<file path="config.mk">
export PLATFORM = sky130hd
export DESIGN_NAME = shift_in_reg
export DESIGN_NICKNAME = d
export VERILOG_FILES = /design/src/rtl/shift_in_reg.sv
export SDC_FILE = /design/constraint.sdc
export NUM_CORES = 1
export LEC_CHECK = 0
export ABC_AREA = 0
export ABC_CLOCK_PERIOD_IN_PS = 2250
export CELL_PAD_IN_SITES_DETAIL_PLACEMENT = 0
export CELL_PAD_IN_SITES_GLOBAL_PLACEMENT = 1
export CORE_AREA = 2 2 41 43
export DETAILED_ROUTE_END_ITERATION = 10
export DIE_AREA = 0 0 43 45
export GPL_TIMING_DRIVEN = 1
export PLACE_DENSITY_LB_ADDON = 0.2
export SLEW_MARGIN = 20
export SYNTH_ARGS = -nofsm -noshare
export SYNTH_HDL_FRONTEND = slang
export SYNTH_SLANG_ARGS = --single-unit
</file>
<file path="constraint.sdc">
create_clock -name CLK -period 2.25 [get_ports CLK]
set_input_delay 0.225 -clock CLK [delete_from_list [all_inputs] [get_ports CLK]]
set_output_delay 0.225 -clock CLK [all_outputs]
set_load 0.01 [all_outputs]
</file>
<file path="src/rtl/shift_in_reg.sv">
// shift_in_reg: serial-in, parallel-out word receiver.
//
// This block sits at the far end of a 1-bit serial link. It takes an MSB-first
// bit stream and rebuilds each WIDTH-bit word. Each finished word is held on Q
// until the consumer takes it, using a VALID/ACK handshake.
//
// Ports:
//   CLK   - system clock; all state changes on the rising edge
//   RST   - asynchronous, active-high reset
//   SIN   - serial data bit, sampled when SHIFT=1
//   SHIFT - shift strobe; one bit is accepted per cycle with SHIFT=1
//   SYNC  - word alignment; drops any partial word and restarts at bit 0
//   ACK   - consumer accepts Q; clears VALID
//   Q     - last completed word; Q[WIDTH-1] is the first bit received
//   VALID - Q holds a word that has not been acknowledged yet
//   OVR   - sticky overrun flag, set when a finished word had to be dropped
//   BUSY  - a partial word is in progress (bit count is not zero)

module shift_in_reg #(
    parameter int WIDTH = 4
) (
    input  logic             CLK,
    input  logic             RST,
    input  logic             SIN,
    input  logic             SHIFT,
    input  logic             SYNC,
    input  logic             ACK,
    output logic [WIDTH-1:0] Q,
    output logic             VALID,
    output logic             OVR,
    output logic             BUSY
);

    localparam int CW = $clog2(WIDTH);
    localparam logic [CW-1:0] LAST_BIT = CW'(WIDTH - 1);

    logic [WIDTH-1:0] sr_q, sr_d;
    logic [CW-1:0]    count_q, count_d;
    logic [WIDTH-1:0] q_q, q_d;
    logic             valid_q, valid_d;
    logic             ovr_q, ovr_d;
    logic             busy_q, busy_d;
    logic [WIDTH-1:0] word_in;

    // The word as it will look once the current SIN bit has been shifted in.
    // On the completing bit this goes straight to Q, so the word is not
    // delayed by an extra cycle.
    assign word_in = {sr_q[WIDTH-2:0], SIN};

    // Next-state logic.
    // SYNC has priority over SHIFT. ACK is still honoured during a SYNC
    // cycle. When a word completes in the same cycle as an ACK, the new word
    // replaces the one being acknowledged and VALID stays high, so
    // back-to-back words leave no gap.
    always_comb begin
        sr_d    = sr_q;
        count_d = count_q;
        q_d     = q_q;
        valid_d = valid_q;
        ovr_d   = ovr_q;

        if (SYNC) begin
            sr_d    = '0;
            count_d = '0;
            ovr_d   = 1'b0;
            if (ACK) begin
                valid_d = 1'b0;
            end
        end else if (SHIFT) begin
            sr_d = word_in;
            if (count_q == LAST_BIT) begin
                count_d = '0;
                if (!valid_q || ACK) begin
                    q_d     = word_in;
                    valid_d = 1'b1;
                end else begin
                    ovr_d = 1'b1;
                end
            end else begin
                count_d = count_q + 1'b1;
                if (ACK) begin
                    valid_d = 1'b0;
                end
            end
        end else if (ACK) begin
            valid_d = 1'b0;
        end

        // BUSY is computed from the next count and registered, so it
        // matches count_q != 0 but comes straight from a flop.
        busy_d = (count_d != '0);
    end

    // State registers, asynchronously cleared by RST.
    always_ff @(posedge CLK or posedge RST) begin
        if (RST) begin
            sr_q    <= '0;
            count_q <= '0;
            q_q     <= '0;
            valid_q <= 1'b0;
            ovr_q   <= 1'b0;
            busy_q  <= 1'b0;
        end else begin
            sr_q    <= sr_d;
            count_q <= count_d;
            q_q     <= q_d;
            valid_q <= valid_d;
            ovr_q   <= ovr_d;
            busy_q  <= busy_d;
        end
    end

    assign Q     = q_q;
    assign VALID = valid_q;
    assign OVR   = ovr_q;
    assign BUSY  = busy_q;

endmodule

</file>
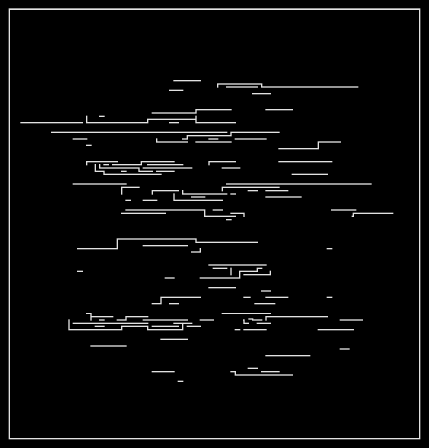
m1.png
main direction: horizontal
nets with wire on the layer: 51
longest straight run: 18.4 um

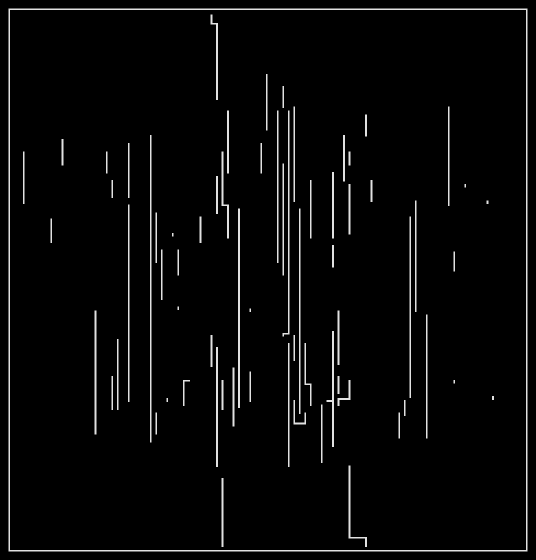
m2.png
share of all routed wire: 41%
nets with wire on the layer: 51
Global Route met2 Usage: 14.5%
vias: 329
WL final: 871 um

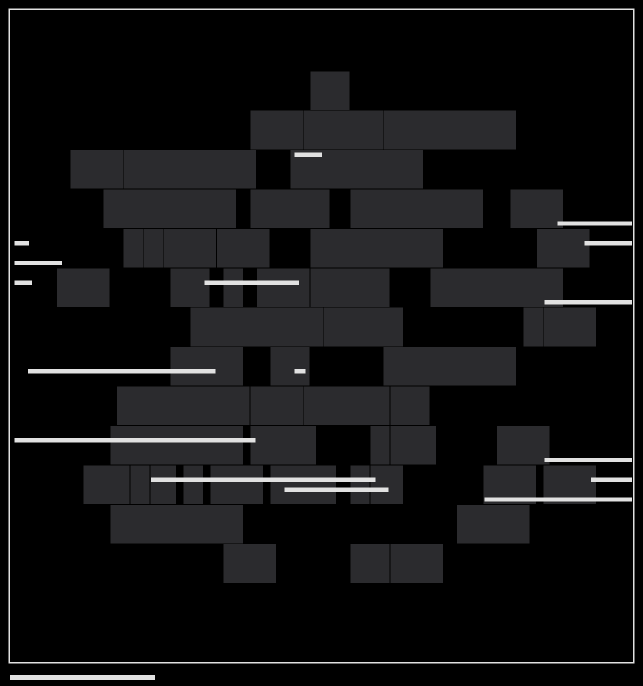
m3.png
The bar under the picture is 10 um long.
main direction: horizontal
share of all routed wire: 11%
longest straight run: 16.3 um
nets with wire on the layer: 13

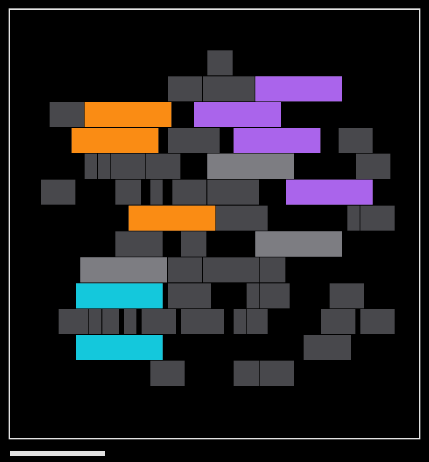
ff_map.png
The bar under the picture is 10 um long.
| colour | signal | placed flops |
|---|---|---|
| cyan | count_q | 2 |
| orange | sr_q | 3 |
| purple | Q | 4 |
not coloured: 3

[power breakdown]
| part | total, mW | switching (mW) | internal [mW] |
|---|---|---|---|
| Sequential | 0.240 | 0.0106 | 0.229 |
| Combinational | 0.0677 | 0.0265 | 0.0412 |
| Clock | 0.167 | 0.0686 | 0.0984 |
[routing by layer]
metal | part of all wire, % | up-vias | global-route usage [%]
met5 | 0 | - | 0
met1 | 45 | 149 | 13.8
li1 | - | 157 | -
met3 | 11 | 5 | 6.00
met4 | 2.4 | 0 | 7.27
met2 | 41 | 18 | 14.5
[final cells by class]
class,count,area share (%)
Tap cell,16,2.84
Timing Repair Buffer,14,19.1
Inverter,2,1.06
Sequential cell,12,42.6
Clock buffer,4,5.14
Multi-Input combinational cell,22,29.3
==> impl_metrics.py <==
# Flow results
metrics = {
    "final_timing": {
        "fin_crit_ns": 1.45,
        "setup_viol": 0,
        "skew_ns": 0.00513,
        "whs_ns": 0.245,
        "fmax_ghz": 0.691,
        "slew_viol_final": 0,
    },
    "final_layout": {
        "areaGrowthSynthToFinish_pct": 31.5,
        "design_area_um2": 706,
        "regArea_um2": 300,
        "logic_area_um2": 206,
        "fin_util_pct": 48.0,
        "layout_top_cells": "dfrtp_1, clkdlybuf4s50_1, nor2_1",
        "largest_reg_flops": 4,
        "layout-drive-gt1-share_pct": 24.1,
    },
    "floorplanning": {
        "die_width_um": 43,
        "die_area_mm2": 0.00194,
        "coreArea_mm2": 0.00147,
        "io-pin-count": 13,
    },
    "detailed_routing": {
        "drcViolationCount": 0,
        "ant_nets": 0,
    },
    "synth": {
        "syn_area_per_cell_um2": 14.1,
        "common_cells": "dfrtp_1, nor2_1, mux2_4, mux2i_1",
        "simple_gate_share_pct": 9.79,
        "synth-main-ff-cell": "dfrtp_1",
        "yosysMostFrequentCell": "dfrtp_1",
        "yosys_warnings": 0,
        "ys_cells": 38,
        "fp_nets": 46,
        "adder_share_pct": 4.66,
        "syn_area_um2": 537,
        "xor_share_pct": 1.63,
        "ys_area_um2": 537,
        "ys_seq_share_pct": 55.9,
        "ys_top_logic_family": "multiplexers",
    },
    "placement": {
        "dp.cells": 66,
        "dp_hpwl_um": 687,
        "pre_cts_slack_ns": 0.654,
        "gp_congestion": 0.679,
    },
    "setup_path": {
        "crit_type": "reg2out",
        "crit_chain": "clkdlybuf4s50_1",
        "cp-end-kind": "primary output",
        "rr_worst_depth": 3,
        "start_kind": "flop",
        "cp.arrival_ns": 1.22,
        "crit_fanout": 2,
        "critical_path_buf_inv_count": 1,
        "rrSetupSlack_ns": 0.95,
        "endpoint": "Q[0]",
        "cp.required_ns": 2.03,
    },
    "status": {
        "status": "complete, no violations",
    },
    "clock_network": {
        "cts_root_buffer": "clkbuf_4",
        "cts_resized": 0,
        "cts_hold_buffers": 0,
        "clock_latency_ns": 0.27,
        "h-tree-depth": 1,
        "postCtsSetupRepairBufs": 0,
        "cts_tree": "yes",
    },
    "flow_run": {
        "warning_count": 27,
    },
    "pwr": {
        "power.total_mw": 0.475,
        "p_leak_nw": 0.341,
    },
    "global_routing": {
        "grt_pass1_vias": 305,
        "grt_first_pass_wirelength_um": 1430,
    },
    "min_path": {
        "hold_path_class": "in2async",
    },
}
Power and IR drop assume default switching activity.
